--- config.mk ---
export PLATFORM = sky130hd
export DESIGN_NAME = fifo_port_scheduler
export DESIGN_NICKNAME = d
export VERILOG_FILES = /design/src/rtl/fifo_port_scheduler.sv
export SDC_FILE = /design/constraint.sdc
export NUM_CORES = 1
export LEC_CHECK = 0
export CAP_MARGIN = 20
export CELL_PAD_IN_SITES_DETAIL_PLACEMENT = 2
export CELL_PAD_IN_SITES_GLOBAL_PLACEMENT = 2
export CORE_ASPECT_RATIO = 1.1
export CORE_UTILIZATION = 19
export CTS_CLUSTER_DIAMETER = 40
export DETAILED_ROUTE_END_ITERATION = 7
export PLACE_DENSITY_LB_ADDON = 0.25
export REMOVE_ABC_BUFFERS = 1
export SYNTH_ARGS = -nofsm -noshare
export SYNTH_HDL_FRONTEND = slang
export SYNTH_SLANG_ARGS = --single-unit
--- constraint.sdc ---
create_clock -name clk -period 1.4 [get_ports clk]
set_input_delay 0.21 -clock clk [delete_from_list [all_inputs] [get_ports clk]]
set_output_delay 0.21 -clock clk [all_outputs]
set_load 0.005 [all_outputs]
--- src/rtl/fifo_port_scheduler.sv ---
// Round-robin writer arbiter and single-reader scheduler driving the strobes of a small sync FIFO.
// Latency: decision in cycle N, registered strobes/gnt in N+1, rd_valid with data in N+2.
// Backpressure: writers hold req until gnt and the reader holds rd_req until rd_valid; stalls on local credit count.
module fifo_port_scheduler #(
    parameter int DATA_WIDTH = 6,
    parameter int DEPTH      = 3,
    parameter int NREQ       = 2
) (
    input  logic                         clk,
    input  logic                         rst_n,
    input  logic [NREQ-1:0]              req,
    input  logic [NREQ*DATA_WIDTH-1:0]   req_data,
    output logic [NREQ-1:0]              gnt,
    input  logic                         rd_req,
    output logic                         rd_valid,
    output logic [DATA_WIDTH-1:0]        rd_data,
    output logic                         fifo_wr_en,
    output logic [DATA_WIDTH-1:0]        fifo_dat_in,
    output logic                         fifo_rd_en,
    input  logic [DATA_WIDTH-1:0]        fifo_dat_out,
    input  logic                         fifo_full,
    input  logic                         fifo_empty,
    output logic [$clog2(DEPTH+1)-1:0]   occupancy,
    output logic                         err
);

    localparam int CW = $clog2(DEPTH+1);
    localparam int PW = $clog2(NREQ);
    localparam logic [CW-1:0] FULL_CNT = CW'(DEPTH);

    typedef enum logic {
        OP_WRITE = 1'b0,
        OP_READ  = 1'b1
    } op_t;

    logic [CW-1:0]         count;
    logic [CW-1:0]         count_d;
    logic [PW-1:0]         rr_ptr;
    op_t                   last_op;
    logic                  rd_pending;
    logic                  chk_en;

    logic [NREQ-1:0]       wr_cand;
    logic                  wr_found;
    logic [PW-1:0]         wr_idx;
    logic [PW-1:0]         probe;
    logic [DATA_WIDTH-1:0] wr_dat_sel;
    logic                  wr_elig;
    logic                  rd_elig;
    logic                  do_wr;
    logic                  do_rd;
    logic                  flag_mismatch;

    assign rd_data   = fifo_dat_out;
    assign occupancy = count;

    // Round-robin search starting just after the last granted writer; a writer
    // whose gnt is showing this cycle has not yet dropped req, so it is masked.
    always_comb begin
        wr_cand  = req & ~gnt;
        wr_found = 1'b0;
        wr_idx   = '0;
        probe    = '0;
        for (int k = 0; k < NREQ; k++) begin
            probe = PW'((int'(rr_ptr) + k + 1) % NREQ);
            if (!wr_found && wr_cand[probe]) begin
                wr_found = 1'b1;
                wr_idx   = probe;
            end
        end
    end

    // Select the winning writer's data slice.
    always_comb begin
        wr_dat_sel = '0;
        for (int i = 0; i < NREQ; i++) begin
            if (wr_idx == PW'(i)) begin
                wr_dat_sel = req_data[i*DATA_WIDTH +: DATA_WIDTH];
            end
        end
    end

    // Read/write choice from the local credit count; contested cycles alternate
    // against the last issued operation. Flag check uses the count delayed to
    // line up with the FIFO's registered flags.
    always_comb begin
        wr_elig       = wr_found && (count < FULL_CNT);
        rd_elig       = rd_req && !rd_pending && (count != '0);
        do_rd         = rd_elig && (!wr_elig || (last_op == OP_WRITE));
        do_wr         = wr_elig && !do_rd;
        flag_mismatch = (fifo_full  != (count_d == FULL_CNT)) ||
                        (fifo_empty != (count_d == '0));
    end

    // Registered strobes, credit count, arbitration state and sticky error.
    always_ff @(posedge clk) begin
        if (!rst_n) begin
            gnt         <= '0;
            fifo_wr_en  <= 1'b0;
            fifo_rd_en  <= 1'b0;
            fifo_dat_in <= '0;
            rd_valid    <= 1'b0;
            count       <= '0;
            count_d     <= '0;
            rr_ptr      <= '0;
            last_op     <= OP_WRITE;
            rd_pending  <= 1'b0;
            chk_en      <= 1'b0;
            err         <= 1'b0;
        end else begin
            fifo_wr_en <= do_wr;
            fifo_rd_en <= do_rd;
            rd_valid   <= fifo_rd_en;
            gnt        <= do_wr ? (NREQ'(1) << wr_idx) : '0;
            count_d    <= count;
            chk_en     <= 1'b1;
            if (do_wr) begin
                fifo_dat_in <= wr_dat_sel;
                rr_ptr      <= wr_idx;
                last_op     <= OP_WRITE;
                count       <= count + 1'b1;
            end else if (do_rd) begin
                last_op     <= OP_READ;
                count       <= count - 1'b1;
            end
            // Pending covers the strobe cycle and the rd_valid cycle.
            if (do_rd) begin
                rd_pending <= 1'b1;
            end else if (rd_valid) begin
                rd_pending <= 1'b0;
            end
            if (chk_en && flag_mismatch) begin
                err <= 1'b1;
            end
        end
    end

endmodule
Run 1, pin map:
The bar under the picture is 20 microns long. Pins as bars across the die edge, other pins in gray.
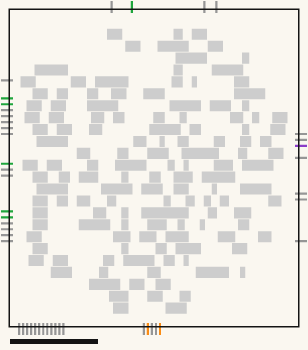
`rd_req`: in purple, pins 1, direction input, edge east. `fifo_dat_in`: in green, pins 6, direction output, edge 5 west, 1 north. `gnt`: in orange, pins 2, direction output, edge south.
All pins by edge: 17 west, 17 south, 7 east, 4 north.
I/O Buffers: 32
Die Ht: 72.2 microns

Run 1, signal metal coverage by tile:
13 x 14 tiles, from white (low) to dark blue (high), scaled to the fullest tile. Values are wire area over tile area, all layers added.
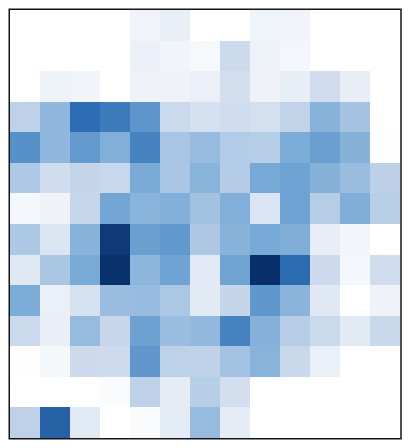
The emptiest ninth of the die: south-east. 22% of the tiles are nearly empty. 14% of the tiles are over half the peak. The mean over all tiles is 0.095. The fullest tile reaches 0.38. The densest ninth of the die: center.
total vias in the final route: 838
average wire per standard cell: 15.4 microns
Total Routed Length: 2850 microns
global router's overall resource usage: 12.8%

==> flow report, run 1 <==
WORST SETUP PATH
-------------------------------------------------------------------------------------------------
Number of gates on the worst path with buffers counted .............................            4
First element of the critical path .................................................   fifo_empty
Startpoint Class ................................................................... primary input
Worst setup EP type ................................................................         flop
Highest cell delay on the worst timing path ........................................       590 ps
Crit-path slowest cell .............................................................       or4b_2
Crit path max fanout ...............................................................            2

SYNTHESIS
-------------------------------------------------------------------------------------------------
Number of storage elements in the synthesis netlist ................................           20
Most frequent cell after synthesis .................................................      dfxtp_1
Number of distinct library cell variants in the gate-level netlist after synthesis .           28
Most used standard cells in the synthesized netlist ................................ dfxtp_1, a21oi_1, buf_4
Cell type with the largest total area ..............................................      dfxtp_1
Number of flops mapped to enable cells by yosys ....................................            0

GLOBAL ROUTING
-------------------------------------------------------------------------------------------------
Maximum number of pins on one net before global-route repair .......................           13
Number of antenna violations at the first check in global routing ..................            0
Wire length of the first global-routing pass ....................................... 4530 microns
Overflow left after global routing .................................................            0

DIE
-------------------------------------------------------------------------------------------------
Effective utilization at floorplan .................................................        19.9%

PWR
-------------------------------------------------------------------------------------------------
Static Leakage .....................................................................     0.598 nW

OUTCOME
-------------------------------------------------------------------------------------------------
Outcome ............................................................................    completed

TIMING
-------------------------------------------------------------------------------------------------
Unrepaired setup endpoints after global routing ....................................          yes
Post-route fraction of the period consumed by the critical path ....................        98.4%
Rel. slew slack ....................................................................        75.8%
Final setup vio count ..............................................................            0
Transition time of the tightest slew-check pin .....................................       361 ps
Max Clock Freq .....................................................................    0.726 GHz
Hold slack .........................................................................       420 ps
Setup TNS after final layout .......................................................         0 ps

CLOCK NETWORK
-------------------------------------------------------------------------------------------------
Hold-fix buffers at CTS ............................................................            0
Clock latency of the later-clocked register in the worst-skew pair .................       260 ps
Number of instances resized during post-cts repair .................................           16
Bufs on Longest Clock Path .........................................................            2
Setup fix buffers added after clock tree synthesis .................................            0

FINISH
-------------------------------------------------------------------------------------------------
Highest-count logic cell in the final layout ....................................... clkdlybuf4s50_1
Total non-filler cell area in the finished layout ..................................   1470 sq um
Area grow syn2layout ...............................................................        72.5%
Number of antenna diodes ...........................................................            0

ROUTE
-------------------------------------------------------------------------------------------------
Highest metal used .................................................................         met4
Residual DRC .......................................................................            0
Metal-1 WL ......................................................................... 1190 microns

PLACE
-------------------------------------------------------------------------------------------------
Placed cell count ..................................................................          181
Placer congestion estimate .........................................................        0.683

RUN
-------------------------------------------------------------------------------------------------
Tally of max-capacitance violations ................................................            0

Run 1, the clock network:
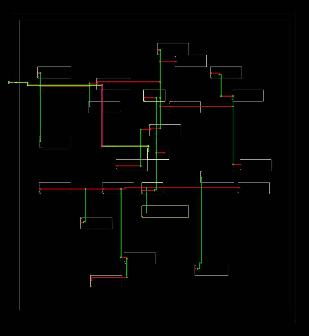
number of buffers inserted during clock tree synthesis: 3
CLK BUF: 3

[run 1: cell families (layout without fill, tap and decap cells)]
group,after synthesis,in the layout,share of synthesized area (%)
AND-OR/OR-AND,28,28,19.9
XOR/XNOR,1,1,1.03
buffers and inverters,12,53,8.53
flip-flops,20,20,47.1
multiplexers,6,6,7.06
AND/OR/NAND/NOR,23,23,16.5
[run 1: final cells by class]
cell class	instances	area share [%]
inverter	3	0.767
tap	54	4.60
clock inverter	1	2.05
sequential	20	27.6
timing repair buffer	46	30.1
multi-input combinational	58	32.1
clock buffer	3	2.81
[run 1: worst min path at each step]
| stage | start | to | slack (ps) | cells after the start |
|---|---|---|---|---|
| global route | fifo_dat_out[3] | rd_data[3] | 420 | 0 |
| finish | fifo_dat_out[0] | rd_data[0] | 420 | 0 |
| global placement | fifo_dat_out[0] | rd_data[0] | 420 | 0 |
| detailed placement | fifo_dat_out[0] | rd_data[0] | 420 | 0 |
| CTS | fifo_dat_out[0] | rd_data[0] | 420 | 0 |
| floorplan | rst_n | chk_en$_DFF_P_ | 240 | 0 |
[run 1: where the power goes]
part | switching, W | total (W) | internal (W)
registers | 0.0000562 | 0.000710 | 0.000653
logic | 0.000269 | 0.000607 | 0.000338
clock network | 0.000207 | 0.000589 | 0.000382
[run 1: registers in the layout, summed over array words and instances, names as in the netlist]
name	flops
rd_pending	1
count_d	2
fifo_rd_en	1
fifo_wr_en	1
err	1
chk_en	1
rr_ptr	1
occupancy	2
rd_valid	1
fifo_dat_in	6
last_op	1
gnt	2
[run 1: routing by layer]
metal	up-vias	global-route usage (%)
met5	-	0
met4	0	6.76
met3	8	3.93
met2	42	21.9
met1	391	14.1
li1	397	-
Run 1, logic cells by family:
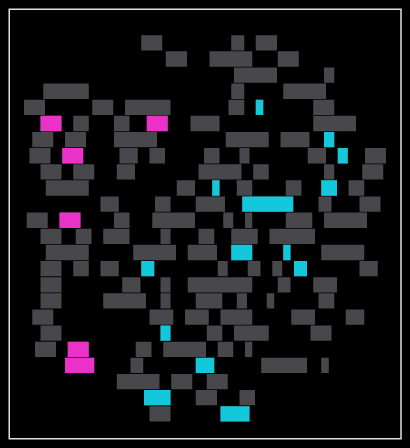

## Run 2: what changed since run 1
PLACE_DENSITY = 0.74   (was default)
PLACE_DENSITY_LB_ADDON = default   (was 0.25)
REMOVE_ABC_BUFFERS = default   (was 1)
Run 2, logic cells by family:
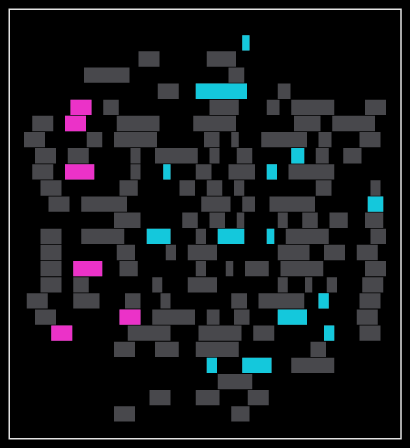
mux cells: in magenta, cells 6. nor cells: in cyan, cells 14.
Comb/total area: 32.9%
highest-count logic cell in the final layout: clkdlybuf4s50_1
Layout Cells excl Fill: 185

Run 2, pin map:
The bar under the picture is 20 microns long. Pins as bars across the die edge, other pins in gray.
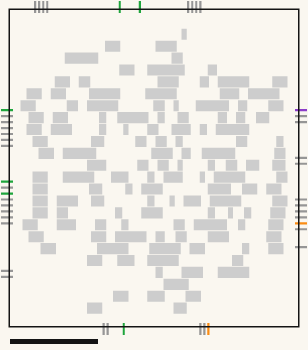
`fifo_dat_in`: in green, pins 6, direction output, edge 3 west, 2 north, 1 south. `gnt`: in orange, pins 2, direction output, edge 1 east, 1 south. `rd_req`: in purple, pins 1, direction input, edge east.
All pins by edge: 17 west, 12 east, 10 north, 6 south.
x dimension of the die: 65.8 microns

==> run 2 against run 1 <==
Synthesized area did not move. Sequential power down 0.6%. Non-clock buffer count unchanged. Final area down 1.1%. Setup slack improved by 2.4 ps. Utilization decreased by 0.38 points. Combinational power about the same.
==> flow report, run 2 <==
SYNTHESIS
-------------------------------------------------------------------------------------------------
Xor/xnor cell area share of the yosys netlist ......................................        1.03%   unchanged
Number of flops mapped to enable cells by yosys ....................................            0   unchanged
Mux cell area share after synthesis ................................................        7.06%   unchanged
Cell type with the largest total area ..............................................      dfxtp_1
Area share of and-or/or-and cells after synthesis ..................................        19.9%   unchanged
Most frequent cell after synthesis .................................................      dfxtp_1
Number of distinct library cell variants in the gate-level netlist after synthesis .           28   unchanged
Area fraction in and, or, nand and nor cells after synthesis .......................        16.5%   unchanged
Instance tally after logic synthesis ...............................................           90
Share of synthesized cell area in full adder, half adder and majority cells ........           0%   unchanged
Dominant non-sequential cell family after synthesis ................................ AND-OR/OR-AND gates

WORST SETUP PATH
-------------------------------------------------------------------------------------------------
Cell-by-cell listing of the critical path .......................................... clkdlybuf4s50_1
Startpoint Class ...................................................................         flop
First element of the critical path ................................................. gnt[1]$_SDFF_PN0_
Crit-path slowest cell ............................................................. clkdlybuf4s50_1
Crit path max fanout ...............................................................            2   unchanged

CLOCK NETWORK
-------------------------------------------------------------------------------------------------
Bufs on Longest Clock Path .........................................................            2   unchanged
Number of buffers inserted during clock tree synthesis .............................            3   unchanged
Setup fix buffers added after clock tree synthesis .................................            0   unchanged
Hold-fix buffers at CTS ............................................................            0   unchanged
Number of instances resized during post-cts repair .................................           21   +5

PLACE
-------------------------------------------------------------------------------------------------
I/O Buffers ........................................................................           32   unchanged
Minimum setup slack after placement ................................................      -476 ps
Placer congestion estimate .........................................................        0.728   +6.5%
Placed cell count ..................................................................          180   -0.55%

RUN
-------------------------------------------------------------------------------------------------
Tally of max-capacitance violations ................................................            0   unchanged

GLOBAL ROUTING
-------------------------------------------------------------------------------------------------
Global router's overall resource usage .............................................        12.9%   +0.037 points
Maximum number of pins on one net before global-route repair .......................           12   -1
Number of antenna violations at the first check in global routing ..................            0   unchanged
Overflow left after global routing .................................................            0   unchanged

TIMING
-------------------------------------------------------------------------------------------------
Unrepaired setup endpoints after global routing ....................................          yes
Transition time of the tightest slew-check pin .....................................       313 ps   -47.6 ps
Max-slew violation count ...........................................................            0
Max Clock Freq .....................................................................    0.727 GHz   +0.17%
Final setup vio count ..............................................................            0   unchanged
Rel. slew slack ....................................................................        79.0%   +3.2 points
Post-route fraction of the period consumed by the critical path ....................        98.2%   -0.17 points

DIE
-------------------------------------------------------------------------------------------------
Effective utilization at floorplan .................................................        19.9%   unchanged

ROUTE
-------------------------------------------------------------------------------------------------
Total vias in the final route ......................................................          834   -0.48%
Average wire per standard cell ..................................................... 15.2 microns   -1.3%
Residual DRC .......................................................................            0   unchanged

HOLD PATH
-------------------------------------------------------------------------------------------------
Hold Path Origin ................................................................... fifo_dat_out[1]

FINISH
-------------------------------------------------------------------------------------------------
Number of antenna diodes ...........................................................            0   unchanged
Area grow syn2layout ...............................................................        70.6%
Number of flip-flops under the largest register name ...............................            6   unchanged

OUTCOME
-------------------------------------------------------------------------------------------------
Outcome ............................................................................    completed

PWR
-------------------------------------------------------------------------------------------------
Static Leakage .....................................................................     0.568 nW   -5.0%

==> run 2: cell type report <==
| type | count | area share, % |
|---|---|---|
| Inverter | 3 | 0.776 |
| Sequential cell | 20 | 28.1 |
| Multi-Input combinational cell | 58 | 32.9 |
| Clock buffer | 4 | 3.79 |
| Tap cell | 54 | 4.66 |
| Timing Repair Buffer | 46 | 29.7 |
==> run 2: metal layers <==
layer  track usage [%]  up-vias  routed length [microns]
met4              6.52        0                       55
met1              13.0      398                     1110
met3              2.83        5                      144
met2              24.3       32                     1500
met5                 0        -                        0
li1                  -      399                        -
==> run 2: cells by family (layout without fill, tap and decap cells) <==
logic type | Yosys count | count (layout)
DFF | 20 | 20
and+or+nand+nor | 23 | 23
buffers and inverters | 12 | 53
xor gates and xnor gates | 1 | 1
AOI/OAI and AO/OA | 28 | 28
muxes | 6 | 6
==> run 2: worst paths after layout <==
kind                                             endpoint  slack (ps)  cells after the start
worst min-delay path                           rd_data[1]         420                      0
worst min register to register        rd_valid$_SDFF_PN0_         480                      1
worst max-delay path                               gnt[1]          30                      1
worst max register to register  occupancy[1]$_SDFFE_PN0P_          30                      4
==> run 2: through the flow <==
step           power, W  utilization [%]  setup TNS (ps)  hold WS [ps]  instance area [sq um]
2_1_floorplan  0.000939                -               0           238                    853
3_3_place_gp    0.00120             29.8           -4470           420                   1280
3_5_place_dp    0.00123             29.8           -5670           420                   1280
4_1_cts         0.00175             32.7               0           420                   1400
5_1_grt         0.00187             33.9           -63.5           420                   1450
6_report        0.00177             33.9               0           420                   1450
==> run 2: where the power goes <==
group	switching (W)	total (W)	internal (W)
Sequential	0.0000521	0.000706	0.000654
Combinational	0.000268	0.000605	0.000338
Clock	0.000207	0.000458	0.000251
## Run 3: what changed since run 2
SLEW_MARGIN = 20   (was default)
Run 3, pin map:
The bar under the picture is 20 microns long. Pins as bars across the die edge, other pins in gray.
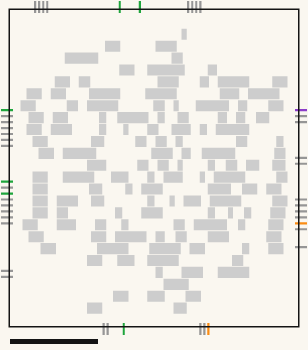
`fifo_dat_in`: in green, pins 6, direction output, edge 3 west, 2 north, 1 south. `rd_req`: in purple, pins 1, direction input, edge east. `gnt`: in orange, pins 2, direction output, edge 1 east, 1 south.
All pins by edge: 17 west, 12 east, 10 north, 6 south.

==> run 3 against run 2 <==
Hold slack stayed put. Clock skew stayed put. Synthesized area stayed put. Final area stayed put. Wire length stayed put. Cell count stayed put.
==> flow report, run 3 <==
GLOBAL ROUTING
-------------------------------------------------------------------------------------------------
Maximum number of pins on one net before global-route repair .......................           12   unchanged
Global router's overall resource usage .............................................        12.9%   unchanged
Routing layer with the top usage in global route ...................................         met2
Met3 track demand over resource ....................................................        2.83%   unchanged
Met1 Usage GRT .....................................................................        13.0%   unchanged
Number of antenna violations at the first check in global routing ..................            0   unchanged

TIMING
-------------------------------------------------------------------------------------------------
Hold slack .........................................................................       420 ps   unchanged
Max-slew violation count ...........................................................            0   unchanged
Unrepaired setup endpoints after global routing ....................................          yes
Transition time of the tightest slew-check pin .....................................       313 ps   unchanged
Post-route fraction of the period consumed by the critical path ....................        98.2%   unchanged
Rel. slew slack ....................................................................        79.0%   unchanged
Max Clock Freq .....................................................................    0.727 GHz   unchanged
Final setup vio count ..............................................................            0   unchanged

PWR
-------------------------------------------------------------------------------------------------
Total power consumption of the routed design .......................................    0.00177 W   unchanged
Static Leakage .....................................................................     0.568 nW   unchanged

CLOCK NETWORK
-------------------------------------------------------------------------------------------------
Number of buffers inserted during clock tree synthesis .............................            3   unchanged
Bufs on Longest Clock Path .........................................................            2   unchanged

SYNTHESIS
-------------------------------------------------------------------------------------------------
Number of flops mapped to enable cells by yosys ....................................            0   unchanged
Number of distinct library cell variants in the gate-level netlist after synthesis .           28   unchanged
Most frequent cell after synthesis .................................................      dfxtp_1

ROUTE
-------------------------------------------------------------------------------------------------
Average wire per standard cell ..................................................... 15.2 microns   unchanged
Total vias in the final route ......................................................          834   unchanged
Residual DRC .......................................................................            0   unchanged

FINISH
-------------------------------------------------------------------------------------------------
Number of flip-flops under the largest register name ...............................            6   unchanged
Number of antenna diodes ...........................................................            0   unchanged
Layout Cells excl Fill .............................................................          185   unchanged

WORST SETUP PATH
-------------------------------------------------------------------------------------------------
Startpoint Class ...................................................................         flop
Cell-by-cell listing of the critical path .......................................... clkdlybuf4s50_1

PLACE
-------------------------------------------------------------------------------------------------
Placer congestion estimate .........................................................        0.728   unchanged
Placed cell count ..................................................................          180   unchanged
I/O Buffers ........................................................................           32   unchanged

RUN
-------------------------------------------------------------------------------------------------
Tally of max-capacitance violations ................................................            0   unchanged

OUTCOME
-------------------------------------------------------------------------------------------------
Outcome ............................................................................    completed

DIE
-------------------------------------------------------------------------------------------------
X dimension of the die ............................................................. 65.8 microns   unchanged

Run 3, logic cells by family:
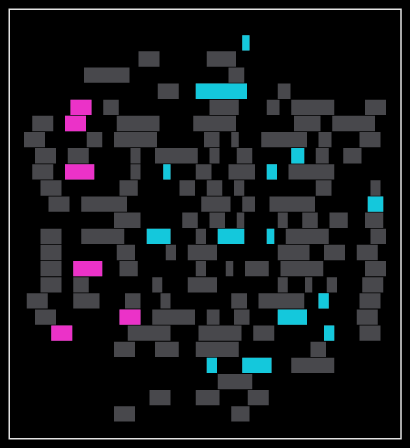
mux cells: in magenta, cells 6. nor cells: in cyan, cells 14.

-- run 3: final timing paths --
kind,start,slack [ps],end,cells past startpoint
worst max register to register,occupancy[1]$_SDFFE_PN0P_,30,occupancy[1]$_SDFFE_PN0P_,4
worst min-delay path,fifo_dat_out[1],420,rd_data[1],0
worst min register to register,fifo_rd_en$_SDFF_PN0_,480,rd_valid$_SDFF_PN0_,1
worst max-delay path,gnt[1]$_SDFF_PN0_,30,gnt[1],1
-- run 3: power by group --
part           internal [W]  switching (W)
Combinational      0.000338       0.000268
Clock              0.000251       0.000207
Sequential         0.000654      0.0000521
Total               0.00124       0.000527
-- run 3: layer usage --
layer,wire length [microns],vias to the layer above,share of wire [%]
li1,-,399,-
met1,1110,398,39
met2,1500,32,53
met5,0,-,0
met3,144,5,5.1
met4,55,0,2.0
-- run 3: per-stage QoR --
| stage | setup slack [ps] | instance area (sq um) | TNS [ps] | util (%) |
|---|---|---|---|---|
| after floorplan | 31.7 | 853 | 0 | - |
| final | 25.4 | 1450 | 0 | 33.9 |
| after global placement | -357 | 1280 | -4470 | 29.8 |
| after global routing | -27.7 | 1450 | -63.5 | 33.9 |
| after CTS | 0.953 | 1400 | 0 | 32.7 |
| after detailed placement | -476 | 1280 | -5670 | 29.8 |
-- run 3: layout make-up --
type	instances	area, sq um	area share (%)
sequential	20	408	28.1
clock buffer	4	55.1	3.79
multi-input combinational	58	478	32.9
timing repair buffer	46	432	29.7
tap	54	67.6	4.66
inverter	3	11.3	0.776
-- run 3: what timing repair did --
item	in CTS	in global routing
resized	21	13
endpoints found under the setup margin	14	15
buffers inserted	0	1
pin swaps	1	4
cloned	0	0
-- run 3: logic make-up after synthesis --
group	synth area share, %
simple gates	16.5
flops	47.1
buf+inv	8.53
xor+xnor	1.03
mux	7.06
compound gates	19.9
Power figures rest on the tool's default switching activity, not on a simulated workload.
